## src/rtl/seq_detector_param.sv

```systemverilog
// Run-time configurable serial pattern detector with a Mealy match output,
// optional overlapping matches and a saturating match counter.
module seq_detector_param #(
    parameter int                 MAX_LEN     = 8,
    parameter int                 LEN_W       = 4,
    parameter int                 CNT_W       = 8,
    parameter logic [MAX_LEN-1:0] RST_PATTERN = 8'b00001001,
    parameter logic [LEN_W-1:0]   RST_LEN     = 4'd5
) (
    input  logic               clk,
    input  logic               reset,
    input  logic               x,
    input  logic               valid_in,
    input  logic               cfg_load,
    input  logic [MAX_LEN-1:0] pattern,
    input  logic [LEN_W-1:0]   pat_len,
    input  logic               overlap,
    input  logic               cnt_clr,
    output logic               z,
    output logic [CNT_W-1:0]   match_count,
    output logic [LEN_W-1:0]   fill
);

    localparam logic [LEN_W-1:0] MAX_FILL = LEN_W'(MAX_LEN);
    localparam logic [CNT_W-1:0] CNT_MAX  = '1;

    logic [MAX_LEN-1:0] hist_q, hist_d;
    logic [MAX_LEN-1:0] pat_q, pat_d;
    logic [LEN_W-1:0]   len_q, len_d;
    logic [LEN_W-1:0]   fill_q, fill_d;
    logic               ovl_q, ovl_d;
    logic [CNT_W-1:0]   cnt_q, cnt_d;

    logic [MAX_LEN-1:0] cand;
    logic [MAX_LEN-1:0] mask;
    logic [LEN_W-1:0]   fill_inc;
    logic               len_ok;
    logic               fill_ok;
    logic               z_int;

    always_comb begin
        cand = {hist_q[MAX_LEN-2:0], x};
        mask = '0;
        for (int i = 0; i < MAX_LEN; i++) begin
            mask[i] = (LEN_W'(i) < len_q);
        end
        len_ok   = (len_q != '0) && (len_q <= MAX_FILL);
        fill_ok  = (({1'b0, fill_q} + (LEN_W+1)'(1)) >= {1'b0, len_q});
        fill_inc = (fill_q == MAX_FILL) ? fill_q : fill_q + LEN_W'(1);
        // Gating with reset keeps z low while the registers are held in reset.
        z_int    = reset & valid_in & ~cfg_load & len_ok & fill_ok
                   & (((cand ^ pat_q) & mask) == '0);
    end

    always_comb begin
        hist_d = hist_q;
        pat_d  = pat_q;
        len_d  = len_q;
        fill_d = fill_q;
        ovl_d  = ovl_q;
        cnt_d  = cnt_q;
        if (cfg_load) begin
            pat_d  = pattern;
            len_d  = pat_len;
            ovl_d  = overlap;
            hist_d = '0;
            fill_d = '0;
            cnt_d  = '0;
        end else begin
            if (cnt_clr) begin
                cnt_d = '0;
            end else if (z_int && (cnt_q != CNT_MAX)) begin
                cnt_d = cnt_q + CNT_W'(1);
            end
            if (valid_in) begin
                // Non-overlapping mode restarts the history after every match.
                if (z_int && !ovl_q) begin
                    hist_d = '0;
                    fill_d = '0;
                end else begin
                    hist_d = cand;
                    fill_d = fill_inc;
                end
            end
        end
    end

    always_ff @(posedge clk or negedge reset) begin
        if (!reset) begin
            hist_q <= '0;
            pat_q  <= RST_PATTERN;
            len_q  <= RST_LEN;
            fill_q <= '0;
            ovl_q  <= 1'b1;
            cnt_q  <= '0;
        end else begin
            hist_q <= hist_d;
            pat_q  <= pat_d;
            len_q  <= len_d;
            fill_q <= fill_d;
            ovl_q  <= ovl_d;
            cnt_q  <= cnt_d;
        end
    end

    assign z           = z_int;
    assign match_count = cnt_q;
    assign fill        = fill_q;

endmodule

```

## config.mk

```make
export PLATFORM = sky130hd
export DESIGN_NAME = seq_detector_param
export DESIGN_NICKNAME = d
export VERILOG_FILES = /design/src/rtl/seq_detector_param.sv
export SDC_FILE = /design/constraint.sdc
export NUM_CORES = 1
export LEC_CHECK = 0
export ABC_AREA = 1
export ABC_CLOCK_PERIOD_IN_PS = 6670
export CELL_PAD_IN_SITES_DETAIL_PLACEMENT = 2
export CELL_PAD_IN_SITES_GLOBAL_PLACEMENT = 2
export CORE_ASPECT_RATIO = 0.5
export CORE_MARGIN = 2
export CORE_UTILIZATION = 32
export CTS_CLUSTER_DIAMETER = 100
export DETAILED_ROUTE_END_ITERATION = 6
export GPL_ROUTABILITY_DRIVEN = 0
export HOLD_SLACK_MARGIN = 0.1
export PLACE_DENSITY_LB_ADDON = 0.1
export SYNTH_ARGS = -nofsm -noshare
export SYNTH_HDL_FRONTEND = slang
export SYNTH_SLANG_ARGS = --single-unit
```

## constraint.sdc

```tcl
create_clock -name clk -period 6.67 [get_ports clk]
set_input_delay 1.6675 -clock clk [delete_from_list [all_inputs] [get_ports clk]]
set_output_delay 1.6675 -clock clk [all_outputs]
set_load 0.005 [all_outputs]
```

==> impl_metrics.csv, run 1 <==
group,metric,value,unit
run_status,outcome,"finished, final reports clean",
route,first_pass_iters,4,
run,warnings,27,
route,avgViaCountPerCell,4.72,
critical_path,worst-setup-path-type,"in -> out",
logic_synthesis,synth_stat.cells,267,
logic_synthesis,synth_nets,293,
sta,relSlewSlack,0.556,
cells_and_area,fin_nets,329,
logic_synthesis,yosys-stat-area,1980,um2
floorplanning,die_y,59.6,um
sta,hold_slack,0.506,ns
placed_design,dp_hpwl,4.69,mm
sta,rsz0062_at_grt,"false",
placed_design,io_buffers,31,
critical_path,path_buffers,4,
critical_path,crit_family,"buffers and inverters",
clock_tree,clock_path_buffers,2,
critical_path,critical_path.slowest_cell,"clkdlybuf4s50_1",
sta,max_slew.worst_pin.slew,0.664,ns
clock_tree,cts_tree,"done",
global_routing,grt_max_degree,33,
critical_path,end_kind,"output pin",
global_routing,grt_pass1_vias,2075,
global_routing,antenna_found_initial,0,
clock_tree,clk_latency,0.27,ns
cells_and_area,antenna_cells,0,
logic_synthesis,ys_seq_frac,0.408,
route,vias,1850,
sta,finalWorstPathRequiredPeriod,5.12,ns
logic_synthesis,flop_cell,"dfrtp_1",
cells_and_area,fill_cells,692,
critical_path,cp_max_fo,31,
global_routing,overflow,0,
logic_synthesis,synth_cell_type_count,28,
hold_path,min_path_type,"reg -> reg",
clock_tree,clock_sinks,32,
sta,finClkSkew,0.00308,ns
sta,max_freq,195,MHz
floorplanning,fp.coreArea,6030,um2
global_routing,grt_pass1_wl,10.5,mm
clock_tree,cts_setup_buffers,0,
logic_synthesis,yosys_warnings,0,
critical_path,critPathLaunchType,"input pin",
clock_tree,path_clk_slew,0.05,ns
route,wl_per_cell,15.4,um
route,wl,6.04,mm
clock_tree,hold_buffers,0,
sta,finalHoldViolCount,0,
logic_synthesis,synth_cells,267,
global_routing,grt.total_usage,0.200,
logic_synthesis,async_reset_ff_frac,1.00,
clock_tree,cts_max_level,2,
floorplanning,die_w,115,um
power_and_ir_drop,leakagePower,1.24,nW
critical_path,crit_arrival,3.45,ns
sta,setup-violations-final,0,
route,ant_nets,0,
logic_synthesis,syn_area_per_cell,7.41,um2
critical_path,cp.required,5.00,ns
run,cap_violations,0,
clock_tree,cts_root_buf,"clkbuf_16",
logic_synthesis,synth_flops,32,
sta,slew_viol_final,0,
cells_and_area,area_growth,28.1,%
critical_path,crit_chain,"clkdlybuf4s50_1 > buf_4 > nor2_1 > nand3_1 > nor2_2 > nand3_2 > inv_2 > clkdlybuf4s50_1",
floorplanning,die_area,6860,um2
clock_tree,cts_buffers,5,
critical_path,crit_top_cell,"clkdlybuf4s50_1",
route,drc,0,
logic_synthesis,netlist_area,1980,um2
power_and_ir_drop,powerDensity,234,nW/um2
floorplanning,row_count,20,
sta,fin_crit_sh,0.767,
sta,fin_tns_setup,0,ns
route,initialDrtViolationCount,32,
power_and_ir_drop,peakVddDrop,0.0903,mV
clock_tree,post_cts_resized,0,
critical_path,cpPeakStageDelay,0.52,ns
cells_and_area,layout-drive-gt1-share,0.128,
floorplanning,ioPinCount,32,
floorplanning,fp_util,0.328,
logic_synthesis,edf_count,0,
run 1: worst paths after layout:
check                                                start                    endpoint  slack (ns)  cells past startpoint
max in group asynchronous                            reset           ovl_q$_DFFE_PN1P_        4.39                      2
min in group asynchronous                            reset  match_count[5]$_DFFE_PN0P_        1.94                      2
worst max-delay path                              cfg_load                           z        1.55                      8
worst min register to register  match_count[4]$_DFFE_PN0P_  match_count[4]$_DFFE_PN0P_        0.51                      2
worst min-delay path            match_count[4]$_DFFE_PN0P_  match_count[4]$_DFFE_PN0P_        0.51                      2
worst max register to register         fill[0]$_DFFE_PN0P_       hist_q[3]$_DFFE_PN0P_        4.22                     11
run 1: tightest hold or removal path: cells and delay by family (launching register included):
| family | cells | cell delay (ns) |
|---|---|---|
| flip-flops | 1 | 0.36 |
| AND/OR/NAND/NOR | 2 | 0.11 |
run 1: sequential cells by signal, indices dropped and copies added, names as in the netlist:
name         flops
match_count      8
hist_q           7
ovl_q            1
len_q            4
fill             4
pat_q            8
run 1: routing by layer:
layer,part of all wire,track usage,up-vias
li1,-,-,908
met1,0.48,0.261,918
met2,0.49,0.355,22
met3,0.022,0.0429,2
met4,0.0025,0.0310,0
met5,0,0,-
run 1: area by class of cell:
cell class	count	area, um2	area share
Clock inverter	2	10.0	0.00395
Multi-Input combinational cell	191	987	0.390
Inverter	40	155	0.0612
Timing Repair Buffer	33	325	0.128
Clock buffer	6	139	0.0548
Sequential cell	32	807	0.319
Tap cell	88	110	0.0435
run 1: synthesized netlist by cell type (4+ instances only):
| library cell | number | area share |
|---|---|---|
| nand2_1 | 100 | 0.19 |
| o21ai_2 | 7 | 0.031 |
| inv_1 | 35 | 0.066 |
| ha_1 | 7 | 0.044 |
| nor2_1 | 10 | 0.019 |
| nand3_1 | 19 | 0.048 |
| dfrtp_1 | 27 | 0.34 |
| nor3_1 | 9 | 0.023 |
| inv_2 | 4 | 0.0076 |
| dfstp_2 | 5 | 0.066 |
| o21ai_0 | 12 | 0.030 |
| nand4_1 | 5 | 0.016 |
run 1: report_power, final:
group / total [mW] / internal [mW] / switching (mW)
registers: 0.227 / 0.210 / 0.0165
logic: 0.137 / 0.0556 / 0.0817
clock network: 0.230 / 0.147 / 0.0830
run 1: per-stage QoR:
step	instance area (um2)	instances	util	worst slack, ns	power [mW]
CTS	2530	392	0.420	1.53	0.603
global route	2530	392	0.420	1.40	0.631
global placement	2380	384	0.395	1.64	0.357
detailed placement	2380	384	0.395	1.55	0.368
floorplan	1980	267	-	2.80	0.304
finish	2530	392	0.420	1.55	0.594
run 1: placed cells by master, fill, tap and decap left out, drive strengths merged:
cell type        n
nand4            5
clkbuf           6
ha               7
and3             1
a21oi            3
a21o             1
nor3             9
o21ai           20
dfrtp           27
nand3           22
nand2          104
inv             40
dfstp            5
xnor2            1
clkinv           2
nor2            15
clkdlybuf4s50   31
xor2             3
buf              2
run 1: cells by family (layout without fill, tap and decap cells):
kind of cell             Yosys count  count (layout)  synth area share
XOR/XNOR                           4               4            0.0177
AND-OR/OR-AND                     24              24            0.0753
AND/OR/NAND/NOR                  156             156             0.362
flip-flops                        32              32             0.408
buffers and inverters             44              81            0.0930
adder cells (fa/ha/maj)            7               7            0.0443
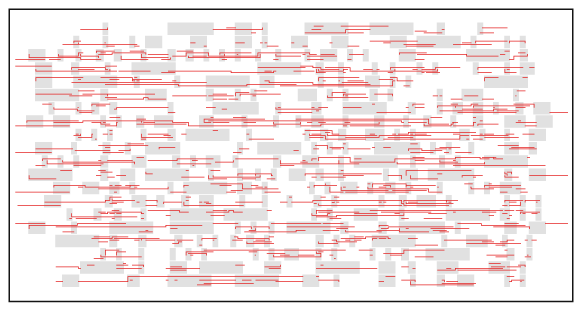
Figure 1: run 1, met1 routing.
Cells faint in the background.
longest straight run: 39.6 um
main direction: horizontal

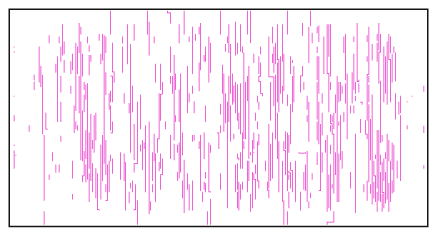
Figure 2: run 1, signal wires on met2.
wire length on this layer: 2990 um
main direction: vertical
longest straight run: 35.4 um

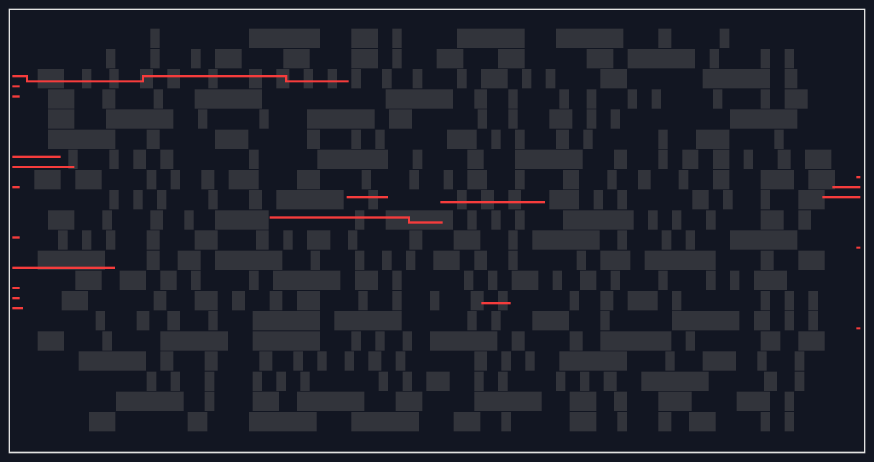
Figure 3: run 1, met3 routing.
Cells faint in the background.
wire length on this layer: 136 um
longest straight run: 19.3 um

Figure 4. Where the registers sit (run 1).
The bar under the picture is 20 um long. Other sequential cells in the stronger gray, the rest of the logic in the fainter gray.
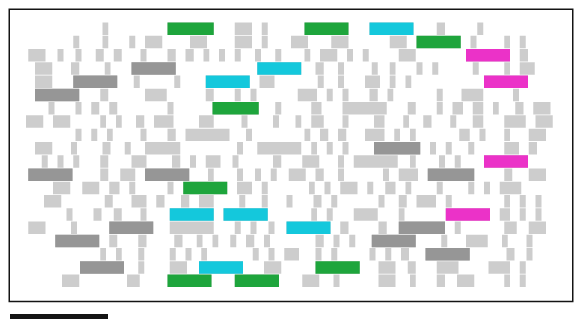

==> inputs of run 2 (changes only) <==
--- a/config.mk
+++ b/config.mk
@@ -6,12 +6,12 @@
 export NUM_CORES = 1
 export LEC_CHECK = 0
 export ABC_AREA = 1
-export ABC_CLOCK_PERIOD_IN_PS = 6670
+export ABC_CLOCK_PERIOD_IN_PS = 5000
 export CELL_PAD_IN_SITES_DETAIL_PLACEMENT = 2
 export CELL_PAD_IN_SITES_GLOBAL_PLACEMENT = 2
 export CORE_ASPECT_RATIO = 0.5
 export CORE_MARGIN = 2
-export CORE_UTILIZATION = 32
+export CORE_UTILIZATION = 30
 export CTS_CLUSTER_DIAMETER = 100
 export DETAILED_ROUTE_END_ITERATION = 6
 export GPL_ROUTABILITY_DRIVEN = 0
==> constraint.sdc (replaced) <==
create_clock -name clk -period 5 [get_ports clk]
set_input_delay 1.25 -clock clk [delete_from_list [all_inputs] [get_ports clk]]
set_output_delay 1.25 -clock clk [all_outputs]
set_load 0.005 [all_outputs]
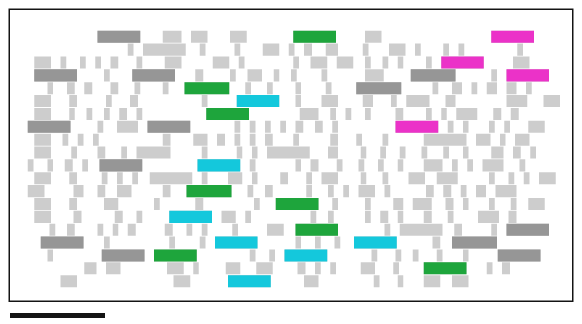
Figure 5: run 2, where the registers sit.
The bar under the picture is 20 um long. Other sequential cells in the stronger gray, the rest of the logic in the fainter gray.
legend:
  `pat_q`:
    color: green
    placed_flops: 8
  `fill`:
    color: magenta
    placed_flops: 4
    where: upper right
  `hist_q`:
    color: cyan
    placed_flops: 7
not colored: 13

==> run 2 against run 1 <==
  * Sequential power rose by 33%
  * Via count fell by 0.27%
  * Design area barely moved
  * Worst setup slack got worse by 0.80 ns
  * Clock-buffer cell count rose by 2
  * Power rose by 33%
  * Flip-flop count did not move
  * First-iteration DRC count rose by 28%
  * Highest routed layer unchanged
  * Die size rose by 6.3%
  * Combinational power rose by 28%
  * Synthesized area did not move
==> impl_metrics.csv, run 2 <==
group,metric,value,unit
run_status,outcome,"finished, final reports clean",
run,cap_violations,0,
cells_and_area,fin_nets,329,
route,initialDrtViolationCount,41,
sta,finalHoldViolCount,0,
clock_tree,cts_root_buf,"clkbuf_16",
floorplanning,fp_util,0.319,
clock_tree,hold_buffers,0,
sta,max_freq,236,MHz
sta,max_slew.worst_pin.slew,0.691,ns
route,first_pass_iters,4,
floorplanning,die_w,119,um
floorplanning,die_area,7300,um2
logic_synthesis,synth_cells,267,
cells_and_area,final_cell_area,2530,um2
sta,finClkSkew,0.00387,ns
cells_and_area,layout.cells.non_filler,392,
floorplanning,row_count,20,
critical_path,end_kind,"output pin",
cells_and_area,lay_top_count,"nand2_1",
clock_tree,post_cts_resized,0,
route,vias,1845,
route,wl_per_cell,15.3,um
logic_synthesis,ys_sh_aoi,0.0753,
placed_design,dpl_cell_area,2380,um2
clock_tree,clock_path_buffers,2,
logic_synthesis,common_cells,"nand2_1, inv_1, dfrtp_1",
critical_path,cp.required,3.75,ns
clock_tree,cts_setup_buffers,0,
sta,slew_viol_final,0,
route,wl,6.00,mm
logic_synthesis,ys_seq_frac,0.408,
logic_synthesis,synth_flops,32,
sta,fin_crit_sh,0.849,
floorplanning,die_y,61.4,um
sta,setup-violations-final,0,
clock_tree,cts_tree,"done",
placed_design,io_buffers,31,
placed_design,numPlacedInstances,384,
logic_synthesis,topCellsByArea,"dfrtp_1, nand2_1, dfstp_2, inv_1, nand3_1",
cells_and_area,seq_area,807,um2
logic_synthesis,yosys_warnings,0,
cells_and_area,area_growth,28.0,%
logic_synthesis,flop_cell,"dfrtp_1",
power_and_ir_drop,leakagePower,1.24,nW
clock_tree,cts_max_level,2,
logic_synthesis,synth_nets,293,
global_routing,grt_pass1_wl,10.1,mm
logic_synthesis,yosys-stat-area,1980,um2
global_routing,antenna_found_initial,0,
logic_synthesis,synth_dominant_cell_count,"nand2_1",
logic_synthesis,netlist_area,1980,um2
hold_path,min_path_type,"reg -> reg",
route,drc,0,
power_and_ir_drop,power,0.788,mW
sta,relSlewSlack,0.537,
sta,fin_tns_setup,0,ns
global_routing,overflow,0,
clock_tree,cts_buffers,5,
logic_synthesis,edf_count,0,
logic_synthesis,yosys.area_share.simple,0.362,
run,warnings,27,
cells_and_area,fill_cells,766,
sta,finalWorstPathRequiredPeriod,4.24,ns
power_and_ir_drop,powerDensity,311,nW/um2
floorplanning,ioPinCount,32,
logic_synthesis,top_cell_area_share,0.342,
route,avgViaCountPerCell,4.71,
critical_path,critPathLaunchType,"input pin",
logic_synthesis,top_area_cell,"dfrtp_1",
clock_tree,path_clk_slew,0.05,ns
global_routing,grt_pass1_vias,2039,
logic_synthesis,synth_cell_type_count,28,
critical_path,worst-setup-path-type,"in -> out",
cells_and_area,comb_area,987,um2
logic_synthesis,logic_family,"simple AND/OR/NAND/NOR gates",
cells_and_area,antenna_cells,0,
global_routing,grt_max_degree,33,
power_and_ir_drop,peakVddDrop,0.104,mV
floorplanning,fp.coreArea,6210,um2
sta,rsz0062_at_grt,"false",
cells_and_area,final_cell_mix,"nand2_1, inv_1, clkdlybuf4s50_1",
global_routing,grt.total_usage,0.184,
logic_synthesis,ys_sh_xor,0.0177,
critical_path,cp_max_fo,3,
clock_tree,clk_latency,0.28,ns
logic_synthesis,async_reset_ff_frac,1.00,
critical_path,crit_arrival,2.99,ns
cells_and_area,final_util,0.408,
logic_synthesis,syn_area_per_cell,7.41,um2
logic_synthesis,yosys.area_share.adder,0.0443,
cells_and_area,layout-drive-gt1-share,0.122,
clock_tree,clock_sinks,32,
route,ant_nets,0,
logic_synthesis,ys_sh_mux,0,
placed_design,dp_hpwl,4.54,mm
logic_synthesis,synth_stat.cells,267,
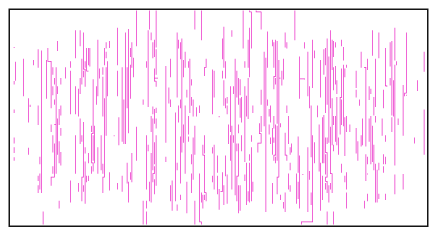
Figure 6: run 2, signal wires on met2.
wire length on this layer: 2890 um
share of all routed wire: 48%
longest straight run: 43.9 um

## run 2: cell types whose count changed in the layout (fill, tap and decap cells not counted)
| cell | delta |
|---|---|
| clkbuf_1 | +2 |
| clkinv_2 | -2 |
## run 2: area by class of cell
type / instances / area share
Tap cell: 88 / 0.0435
Inverter: 40 / 0.0613
Clock buffer: 8 / 0.0578
Sequential cell: 32 / 0.319
Multi-Input combinational cell: 191 / 0.390
Timing Repair Buffer: 33 / 0.129
## run 2: cell families after synthesis
family	after synthesis
flops	32
fa+ha+maj	7
compound gates	24
xor+xnor	4
buf+inv	44
simple gates	156
## run 2: stage by stage
step	setup slack, ns	hold WS, ns
floorplan	1.96	0.468
global placement	0.807	0.487
detailed placement	0.739	0.503
CTS	0.716	0.516
global route	0.659	0.549
finish	0.756	0.507
## run 2: worst max-delay path, cell delays in order
cell	delay, ns
clkdlybuf4s50_1	0.57
nand2_1	0.07
nor2_1	0.10
nand3_1	0.12
nor2_2	0.14
nand3_2	0.10
inv_2	0.12
clkdlybuf4s50_1	0.52
## run 2: power by group
group | switching [mW] | internal [mW]
registers | 0.0222 | 0.280
logic | 0.102 | 0.0730
clock network | 0.112 | 0.199
## run 2: layer usage
metal / wire length (um) / vias to the layer above / track usage
met4: 59 / 0 / 0.0459
met5: 0 / - / 0
met3: 169 / 7 / 0.0417
li1: - / 907 / -
met1: 2890 / 908 / 0.228
met2: 2890 / 23 / 0.336
## run 2: worst paths after layout
path                                       from                         end  slack (ns)  cells past startpoint
hold reg to reg            pat_q[0]$_DFFE_PN1P_        pat_q[0]$_DFFE_PN1P_        0.51                      2
setup / recovery                       valid_in                           z        0.76                      8
min in group asynchronous                 reset  match_count[6]$_DFFE_PN0P_        1.54                      2
setup reg to reg            fill[0]$_DFFE_PN0P_       hist_q[2]$_DFFE_PN0P_        2.55                     11
hold / removal             pat_q[0]$_DFFE_PN1P_        pat_q[0]$_DFFE_PN1P_        0.51                      2
max in group asynchronous                 reset        len_q[0]$_DFFE_PN1P_        3.12                      2
Figure 7. Met1 routing (run 2).
Cells faint in the background.
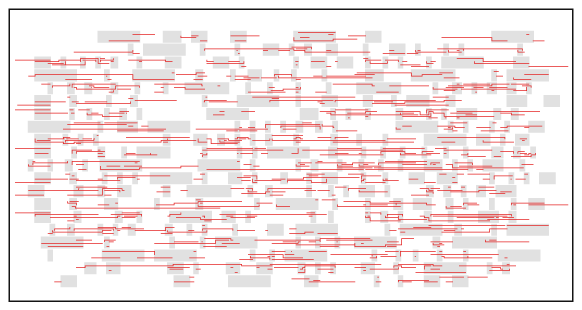

==> inputs of run 3 (changes only) <==
--- a/config.mk
+++ b/config.mk
@@ -6,7 +6,7 @@
 export NUM_CORES = 1
 export LEC_CHECK = 0
 export ABC_AREA = 1
-export ABC_CLOCK_PERIOD_IN_PS = 5000
+export ABC_CLOCK_PERIOD_IN_PS = 4380
 export CELL_PAD_IN_SITES_DETAIL_PLACEMENT = 2
 export CELL_PAD_IN_SITES_GLOBAL_PLACEMENT = 2
 export CORE_ASPECT_RATIO = 0.5
==> constraint.sdc (replaced) <==
create_clock -name clk -period 4.38 [get_ports clk]
set_input_delay 1.095 -clock clk [delete_from_list [all_inputs] [get_ports clk]]
set_output_delay 1.095 -clock clk [all_outputs]
set_load 0.005 [all_outputs]
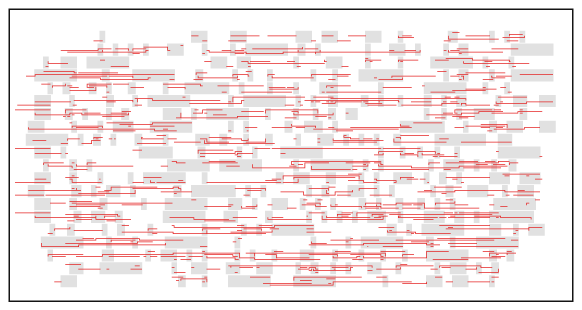
Figure 8: run 3, met1 routing.
Cells faint in the background.
share of all routed wire: 47%
wire length on this layer: 2940 um
main direction: horizontal

==> run 3 against run 2 <==
  * Register-to-register slack lost 0.60 ns
  * Critical path depth is the same
  * Power grew 21%
  * Cell count is the same
  * Largest power group unchanged
  * Sequential power grew 15%
  * First-iteration DRC count grew 22%
  * Combinational power grew 15%
  * Routed wire length grew 3.4%
  * Die size is the same
  * Critical path type unchanged
  * Clock skew shrank 0.0011 ns
  * Flip-flop count is the same
  * Global-route usage grew 0.82 points
==> impl_metrics.csv, run 3 <==
group,metric,value,unit
floorplanning,die_y,61.4,um
clock_tree,cts_setup_buffers,0,
global_routing,grtUsageMet2,0.343,
placed_design,io_buffers,31,
cells_and_area,final_cell_mix,"nand2_1, inv_1, clkdlybuf4s50_1",
critical_path,critPathLaunchType,"input pin",
cells_and_area,area_growth,28.8,%
route,vias,1847,
cells_and_area,antenna_cells,0,
critical_path,crit_top_cell,"clkdlybuf4s50_1",
sta,slew_viol_final,0,
route,wl,6.21,mm
hold_path,hold-path-cell-count,2,
critical_path,cp.required,3.28,ns
floorplanning,die_w,119,um
critical_path,critical_path.slowest_cell,"clkdlybuf4s50_1",
logic_synthesis,top_area_cell,"dfrtp_1",
global_routing,grt_pass1_wl,10.5,mm
logic_synthesis,ys_seq_frac,0.408,
global_routing,antenna_found_initial,0,
sta,finClkSkew,0.00281,ns
global_routing,grt.total_usage,0.192,
logic_synthesis,synth_cells,267,
logic_synthesis,synth_dominant_cell_count,"nand2_1",
route,drc,0,
sta,relSlewSlack,0.544,
global_routing,met3_usage,0.0491,
clock_tree,cts_root_buf,"clkbuf_16",
clock_tree,clk_latency,0.28,ns
logic_synthesis,synth_flops,32,
route,avgViaCountPerCell,4.71,
logic_synthesis,yosys_warnings,0,
route,initialDrtViolationCount,50,
route,ant_nets,0,
clock_tree,clock_path_buffers,2,
route,wl_per_cell,15.8,um
critical_path,worst-setup-path-type,"in -> out",
global_routing,grt.met1_usage,0.235,
clock_tree,cts_max_level,2,
global_routing,overflow,0,
logic_synthesis,syn_area_per_cell,7.41,um2
floorplanning,die_area,7300,um2
clock_tree,cts_buffers,5,
floorplanning,row_count,20,
critical_path,end_kind,"output pin",
run,cap_violations,0,
logic_synthesis,synth_stat.cells,267,
clock_tree,post_cts_resized,0,
logic_synthesis,topCellsByArea,"dfrtp_1, nand2_1, dfstp_2, inv_1, nand3_1",
sta,rsz0062_at_grt,"false",
critical_path,crit_chain,"clkdlybuf4s50_1 > nand2_1 > nor2_1 > nand3_1 > nor2_2 > nand3_2 > inv_2 > clkdlybuf4s50_1",
logic_synthesis,netlist_area,1980,um2
power_and_ir_drop,powerDensity,372,nW/um2
cells_and_area,lay_top_count,"nand2_1",
floorplanning,fp.coreArea,6210,um2
logic_synthesis,synth_cell_type_count,28,
sta,finalWorstPathRequiredPeriod,3.96,ns
sta,fin_tns_setup,0,ns
global_routing,grt_max_degree,33,
clock_tree,path_clk_slew,0.05,ns
global_routing,grt_pass1_vias,2123,
clock_tree,cts_tree,"done",
power_and_ir_drop,peakVddDrop,0.127,mV
cells_and_area,layout-drive-gt1-share,0.125,
floorplanning,ioPinCount,32,
logic_synthesis,common_cells,"nand2_1, inv_1, dfrtp_1",
sta,max_slew.worst_pin.slew,0.682,ns
placed_design,dp_hpwl,4.71,mm
sta,max_freq,253,MHz
logic_synthesis,top_cell_area_share,0.342,
critical_path,cpPeakStageDelay,0.57,ns
logic_synthesis,synth_nets,293,
critical_path,cp_max_fo,3,
run,warnings,27,
cells_and_area,fin_nets,329,
hold_path,min_path_type,"reg -> reg",
sta,finalHoldViolCount,0,
critical_path,reg2reg_depth,11,
logic_synthesis,yosys-stat-area,1980,um2
power_and_ir_drop,leakagePower,1.25,nW
sta,setup-violations-final,0,
clock_tree,hold_buffers,0,
logic_synthesis,flop_cell,"dfrtp_1",
floorplanning,fp_util,0.319,
global_routing,grt_busiest_layer,"met2",
route,first_pass_iters,4,
run_status,outcome,"finished, final reports clean",
logic_synthesis,edf_count,0,
critical_path,crit_arrival,2.86,ns
sta,fin_crit_sh,0.904,
cells_and_area,fill_cells,753,
clock_tree,clock_sinks,32,
logic_synthesis,async_reset_ff_frac,1.00,
sta,hold_slack,0.507,ns
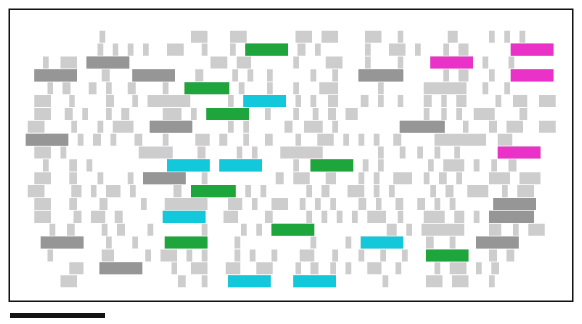
Figure 9: run 3, where the registers sit.
The bar under the picture is 20 um long. Other sequential cells in the stronger gray, the rest of the logic in the fainter gray.
legend:
  `fill`:
    color: magenta
    placed_flops: 4
    where: upper right
  `hist_q`:
    color: cyan
    placed_flops: 7
  `pat_q`:
    color: green
    placed_flops: 8
not colored: 13

[run 3: area by class of cell]
cell class,instances,area (um2),share of cell area
clock buffer,6,129,0.0506
clock inverter,2,35.0,0.0137
inverter,40,155,0.0609
multi-input combinational,191,987,0.387
sequential,32,807,0.317
tap,88,110,0.0432
timing repair buffer,33,325,0.128
[run 3: cell families after synthesis]
| logic type | synth area share |
|---|---|
| simple gates | 0.362 |
| compound gates | 0.0753 |
| fa+ha+maj | 0.0443 |
| buf+inv | 0.0930 |
| flops | 0.408 |
| xor+xnor | 0.0177 |
[run 3: report_power, final]
part | switching, mW | internal [mW] | total [mW]
Clock | 0.134 | 0.267 | 0.401
Combinational | 0.118 | 0.0839 | 0.202
Sequential | 0.0265 | 0.320 | 0.346
Total | 0.278 | 0.671 | 0.949
[run 3: worst paths after layout]
path	slack, ns	startpoint	endpoint
max in group asynchronous	2.63	reset	len_q[2]$_DFFE_PN1P_
hold / removal	0.51	match_count[4]$_DFFE_PN0P_	match_count[4]$_DFFE_PN0P_
setup reg to reg	1.95	fill[0]$_DFFE_PN0P_	hist_q[2]$_DFFE_PN0P_
hold reg to reg	0.51	match_count[4]$_DFFE_PN0P_	match_count[4]$_DFFE_PN0P_
min in group asynchronous	1.39	reset	match_count[7]$_DFFE_PN0P_
setup / recovery	0.42	reset	z
[run 3: metrics by stage]
| step | cell area (um2) | utilization | setup slack, ns | power (mW) | std cells |
|---|---|---|---|---|---|
| floorplan | 1980 | - | 1.64 | 0.464 | 267 |
| global placement | 2380 | 0.384 | 0.499 | 0.539 | 384 |
| detailed placement | 2380 | 0.384 | 0.440 | 0.554 | 384 |
| CTS | 2550 | 0.411 | 0.407 | 0.967 | 392 |
| global route | 2550 | 0.411 | 0.318 | 1.01 | 392 |
| finish | 2550 | 0.411 | 0.422 | 0.949 | 392 |
[run 3: critical path: cells and delay by family]
family,cells,cell delay [ns]
buffers and inverters,3,1.20
and+or+nand+nor,5,0.55
[run 3: layer usage]
layer	part of all wire	wire length, um
met3	0.030	186
met4	0.013	80
met2	0.48	3000
met1	0.47	2940
met5	0	0

## Gallery

Routing congestion.
(a)
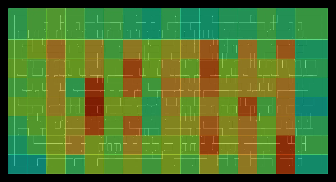
(b)
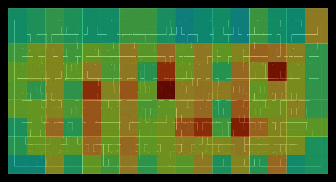
(c)
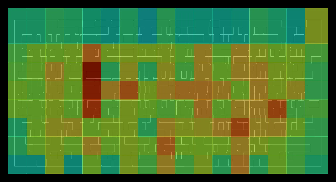
For run 3, see (b).
For run 1, see (a).
For run 2, see (c).

Power is estimated from default activity; no workload was simulated.
